===== src/rtl/spi_pkg.sv =====
// Shared types and default constants for the SPI send controller.
package spi_pkg;

  localparam int DATA_W_DEF  = 8;
  localparam int CLK_DIV_DEF = 4;

  typedef enum logic [2:0] {
    IDLE,
    CS_SETUP,
    SHIFT,
    CS_HOLD,
    DONE
  } state_e;

endpackage


===== src/rtl/rise_detect.sv =====
// Single-flop rising-edge detector for an already-synchronised level input.
module rise_detect (
  input  logic clk_100,
  input  logic s_rst,
  input  logic din,
  output logic rise
);

  logic prev_q, prev_d;

  // The previous value tracks the input even in reset, so a level held high
  // across reset release is not mistaken for a fresh edge.
  always_comb prev_d = din;

  always_ff @(posedge clk_100) begin
    prev_q <= prev_d;
  end

  assign rise = din & ~prev_q & ~s_rst;

endmodule


===== src/rtl/spi_send_ctrl.sv =====
// Button-driven counter that ships its value out as one SPI mode-0 frame (MSB first).
// Optional receive path: define SPI_SEND_CTRL_RX_EN to capture spi_miso into rx_data.
module spi_send_ctrl
  import spi_pkg::*;
#(
  parameter int DATA_W  = DATA_W_DEF,
  parameter int CLK_DIV = CLK_DIV_DEF
) (
  input  logic              clk_100,
  input  logic              s_rst,
  input  logic              next_count,
  input  logic              start_send,
  input  logic              spi_miso,
  output logic [DATA_W-1:0] count,
  output logic              spi_sclk,
  output logic              spi_mosi,
  output logic              spi_cs_n,
  output logic              busy,
  output logic              done,
  output logic [DATA_W-1:0] rx_data,
  output logic              rx_valid
);

  localparam int DIV_W = $clog2(CLK_DIV) + 1;
  localparam int BIT_W = $clog2(DATA_W) + 1;
  localparam logic [DIV_W-1:0] DIV_LAST = DIV_W'(CLK_DIV - 1);
  localparam logic [BIT_W-1:0] BIT_LAST = BIT_W'(DATA_W - 1);

  logic next_rise, start_rise;

  rise_detect u_next_rise (
    .clk_100 (clk_100),
    .s_rst   (s_rst),
    .din     (next_count),
    .rise    (next_rise)
  );

  rise_detect u_start_rise (
    .clk_100 (clk_100),
    .s_rst   (s_rst),
    .din     (start_send),
    .rise    (start_rise)
  );

  state_e            state_q, state_d;
  logic [DIV_W-1:0]  div_q, div_d;
  logic [BIT_W-1:0]  bit_q, bit_d;
  logic              phase_q, phase_d;
  logic [DATA_W-1:0] tx_q, tx_d;
  logic [DATA_W-1:0] count_q, count_d;
  logic              cs_n_q, cs_n_d;
  logic              sclk_q, sclk_d;
  logic              mosi_q, mosi_d;
  logic              busy_q, busy_d;
  logic              done_q, done_d;
  logic              in_frame;
  logic              sclk_rise;

  // NOTE: every variable gets its default before the case, so no path can infer a latch.
  always_comb begin
    state_d   = state_q;
    div_d     = div_q;
    bit_d     = bit_q;
    phase_d   = phase_q;
    tx_d      = tx_q;
    count_d   = next_rise ? count_q + DATA_W'(1) : count_q;
    sclk_rise = 1'b0;

    unique case (state_q)
      IDLE: begin
        if (start_rise) begin
          tx_d    = count_q;
          div_d   = '0;
          state_d = CS_SETUP;
        end
      end
      CS_SETUP: begin
        if (div_q == DIV_LAST) begin
          div_d   = '0;
          bit_d   = '0;
          phase_d = 1'b0;
          state_d = SHIFT;
        end else begin
          div_d = div_q + DIV_W'(1);
        end
      end
      SHIFT: begin
        if (div_q == DIV_LAST) begin
          div_d = '0;
          if (!phase_q) begin
            phase_d   = 1'b1;
            sclk_rise = 1'b1;
          end else begin
            // Falling sclk edge: the only point where mosi moves to the next bit.
            phase_d = 1'b0;
            tx_d    = tx_q << 1;
            if (bit_q == BIT_LAST) state_d = CS_HOLD;
            else                   bit_d   = bit_q + BIT_W'(1);
          end
        end else begin
          div_d = div_q + DIV_W'(1);
        end
      end
      CS_HOLD: begin
        if (div_q == DIV_LAST) begin
          div_d   = '0;
          state_d = DONE;
        end else begin
          div_d = div_q + DIV_W'(1);
        end
      end
      DONE:    state_d = IDLE;
      default: state_d = IDLE;
    endcase

    // Pin values are decoded from the next state so the pins themselves are flops.
    in_frame = (state_d == CS_SETUP) || (state_d == SHIFT) || (state_d == CS_HOLD);
    cs_n_d   = ~in_frame;
    busy_d   = in_frame;
    done_d   = (state_d == DONE);
    sclk_d   = (state_d == SHIFT) && phase_d;
    mosi_d   = ((state_d == CS_SETUP) || (state_d == SHIFT)) ? tx_d[DATA_W-1] : 1'b0;
  end

  // NOTE: sequential state uses non-blocking assignments so all flops update together.
  always_ff @(posedge clk_100) begin
    if (s_rst) begin
      state_q <= IDLE;
      div_q   <= '0;
      bit_q   <= '0;
      phase_q <= 1'b0;
      tx_q    <= '0;
      count_q <= '0;
      cs_n_q  <= 1'b1;
      sclk_q  <= 1'b0;
      mosi_q  <= 1'b0;
      busy_q  <= 1'b0;
      done_q  <= 1'b0;
    end else begin
      state_q <= state_d;
      div_q   <= div_d;
      bit_q   <= bit_d;
      phase_q <= phase_d;
      tx_q    <= tx_d;
      count_q <= count_d;
      cs_n_q  <= cs_n_d;
      sclk_q  <= sclk_d;
      mosi_q  <= mosi_d;
      busy_q  <= busy_d;
      done_q  <= done_d;
    end
  end

  assign count    = count_q;
  assign spi_sclk = sclk_q;
  assign spi_mosi = mosi_q;
  assign spi_cs_n = cs_n_q;
  assign busy     = busy_q;
  assign done     = done_q;

`ifdef SPI_SEND_CTRL_RX_EN
  logic [DATA_W-1:0] rx_sh_q, rx_sh_d;
  logic [DATA_W-1:0] rx_data_q, rx_data_d;
  logic              rx_valid_q, rx_valid_d;

  always_comb begin
    rx_sh_d    = rx_sh_q;
    rx_data_d  = rx_data_q;
    rx_valid_d = 1'b0;
    if (sclk_rise) rx_sh_d = {rx_sh_q[DATA_W-2:0], spi_miso};
    if (state_d == DONE) begin
      rx_data_d  = rx_sh_q;
      rx_valid_d = 1'b1;
    end
  end

  always_ff @(posedge clk_100) begin
    if (s_rst) begin
      rx_sh_q    <= '0;
      rx_data_q  <= '0;
      rx_valid_q <= 1'b0;
    end else begin
      rx_sh_q    <= rx_sh_d;
      rx_data_q  <= rx_data_d;
      rx_valid_q <= rx_valid_d;
    end
  end

  assign rx_data  = rx_data_q;
  assign rx_valid = rx_valid_q;
`else
  logic unused_rx;
  assign unused_rx = spi_miso ^ sclk_rise;
  assign rx_data   = '0;
  assign rx_valid  = 1'b0;
`endif

endmodule


===== config.mk =====
export PLATFORM = sky130hd
export DESIGN_NAME = spi_send_ctrl
export DESIGN_NICKNAME = d
export VERILOG_FILES = /design/src/rtl/spi_pkg.sv /design/src/rtl/rise_detect.sv /design/src/rtl/spi_send_ctrl.sv
export SDC_FILE = /design/constraint.sdc
export NUM_CORES = 1
export LEC_CHECK = 0
export CELL_PAD_IN_SITES_DETAIL_PLACEMENT = 1
export CELL_PAD_IN_SITES_GLOBAL_PLACEMENT = 2
export CORE_UTILIZATION = 32
export CTS_CLUSTER_DIAMETER = 50
export CTS_CLUSTER_SIZE = 25
export DETAILED_ROUTE_END_ITERATION = 7
export GPL_TIMING_DRIVEN = 0
export PLACE_DENSITY = 0.85
export SYNTH_ARGS = -nofsm -noshare
export SYNTH_HDL_FRONTEND = slang
export SYNTH_HIERARCHICAL = 1
export SYNTH_SLANG_ARGS = --single-unit
export TNS_END_PERCENT = 100

===== constraint.sdc =====
create_clock -name clk_100 -period 2 [get_ports clk_100]
set_input_delay 0.5 -clock clk_100 [delete_from_list [all_inputs] [get_ports clk_100]]
set_output_delay 0.5 -clock clk_100 [all_outputs]
set_load 0.01 [all_outputs]

==> images/class_map.png <==
(6 px per um)
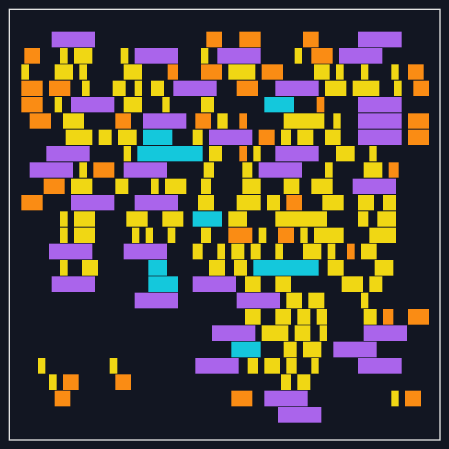
registers -> purple  # cells 34
remaining buffers and delay cells -> orange  # cells 38
clock drivers and dummy loads -> cyan  # cells 8
remaining logic cells -> yellow  # cells 119

==> run summary <==
Via Count -> 1343
DR vias/cell -> 5.35
initial antenna violation count -> 0
Netlist Area Pre-Place -> 1550 um^2
global-route usage over all layers -> 16.2%
share of layout cells above drive strength 1 -> 17.1%
I/O pin total -> 27
CP Launch Type -> input port
CP endpoint kind -> register
Power Dens Cells -> 783 nW/um^2
Final Setup Violations -> 0
Worst R2R Setup Slack -> 0.13 ns
vias in the first global route -> 1319
crit path DAT -> 2.16 ns
chip width -> 71.5 um
die area -> 5120 um^2
Register Area -> 681 um^2
clock transition at the registers of the reported paths -> 0.07 ns
# diodes -> 0
Log Warnings -> 27
logic area -> 785 um^2
worst slack at placement -> -0.633 ns
Iteration-0 DRC Markers -> 96
status -> completed
Top-area cell share -> 44.0%
# DRC -> 0
# rows -> 24
post-synthesis async set-or-reset flop share -> 0%
r2r startpoint -> bit_q[0]
setup ws final -> 0.0598 ns
Hold Startpoint -> bit_q[3]
leakage -> 0.000792 uW
Max Fanout on Critical Path -> 6
Hold Path Stages -> 2
placed cell area -> 1800 um^2
CTS buffer count -> 5
total power -> 1560 uW
RR Endpoint -> bit_q[1]
most common cell in the netlist -> dfxtp_1
Clock Skew -> 0.00931 ns
synthesis area per yosys -> 1550 um^2
Final Cycle Share -> 97.0%
Min-Delay Endpoint -> bit_q[3]
max-slew violation count -> 0
Synth Seq Share -> 44.0%
Yosys reg bits -> 34
total of warnings raised by yosys -> 6
top cells, area -> dfxtp_1 (44%), buf_4 (4.9%), nor2_1 (4.6%)
CTS Root Cell -> clkbuf_8
==> images/sizing.png <==
(4 px per um)
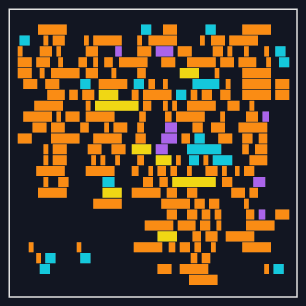
x3 and x4 -> cyan  # cells 18
x6 and larger -> yellow  # cells 8
x2 -> purple  # cells 8
x1 and smaller -> orange  # cells 165

## layer usage
metal / up-vias / wire, um / global-route usage, %
li1: 642 / - / -
met1: 659 / 1680 / 19.8
met4: 0 / 55 / 5.88
met2: 36 / 1930 / 27.5
met5: - / 0 / 0
met3: 6 / 193 / 4.22
## state kept, by name (all words and copies together) (netlist names), 3 cells and up
name,cells
bit_q,4
tx_q,8
div_q,3
count,8
state_q,3
## stage by stage
stage	std cells	hold WS (ns)	utilization [%]
final	251	0.512	44.2
after global routing	251	0.526	44.2
after CTS	249	0.509	43.5
after detailed placement	240	0.498	40.0
after global placement	240	0.472	40.0
after floorplan	172	0.455	-
## power breakdown
part | total, uW | leakage (uW) | switching, uW | internal, uW
Combinational | 103 | 0.000449 | 53.6 | 49.9
Clock | 759 | 0.0000683 | 260 | 499
Sequential | 695 | 0.000275 | 8.87 | 687
## worst max-delay path by stage
stage | slack [ns] | depth (start not counted) | to
after floorplan | 0.23 | 5 | spi_cs_n
after global placement | -0.53 | 6 | spi_cs_n
after detailed placement | -0.63 | 6 | spi_cs_n
after CTS | 0.01 | 8 | spi_sclk
after global routing | -0.007 | 6 | count[5]
final | 0.06 | 6 | count[5]
## timing repair
action / 4_1_cts / 5_1_grt
pin swaps: 0 / 2
gates resized: 2 / 4
endpoints found under the setup margin: 15 / 5
endpoints found under the hold margin: 0 / 0
buffers inserted: 1 / 3
## cell families after synthesis
logic type      synth area share [%]
flops                           44.0
mux                             1.94
compound gates                  17.8
buf+inv                         8.65
fa+ha+maj                       3.23
simple gates                    20.2
other cells                    0.242
xor+xnor                        3.96
## layout by cell type (no fill, tap or decap), types with 2 or more instances in the layout
| master | n |
|---|---|
| a211oi_1 | 3 |
| a21boi_0 | 2 |
| a21oi_1 | 9 |
| a222oi_1 | 6 |
| a22oi_1 | 2 |
| and3_1 | 3 |
| and3b_1 | 2 |
| buf_2 | 3 |
| buf_4 | 14 |
| bufinv_16 | 2 |
| clkbuf_1 | 3 |
| clkbuf_8 | 5 |
| clkdlybuf4s50_1 | 16 |
| conb_1 | 9 |
| dfxtp_1 | 34 |
| ha_1 | 4 |
| inv_1 | 4 |
| mux2i_1 | 3 |
| nand2_1 | 7 |
| nand4_1 | 5 |
| nor2_1 | 19 |
| nor3b_1 | 2 |
| o211a_1 | 2 |
| o21ai_0 | 4 |
| o31ai_1 | 3 |
| or3_1 | 4 |
| or4_1 | 2 |
| xnor2_1 | 2 |
| xor2_1 | 5 |
## layout make-up
cell class | count | share of cell area (%)
well taps | 52 | 3.27
clock buffers | 5 | 3.46
plain buffers | 18 | 5.85
repair buffers | 20 | 9.56
flip-flops and latches | 34 | 34.2
multi-input cells | 115 | 39.4
inverters | 4 | 0.755
clock inverters | 3 | 3.46
## critical path: stages
cell             delay (ns)
clkdlybuf4s50_1        0.49
nor3b_2                0.19
buf_2                  0.20
nand4_1                0.19
or3_1                  0.40
a21oi_1                0.17
No activity file was given, so power comes from the tool's default toggle rates.
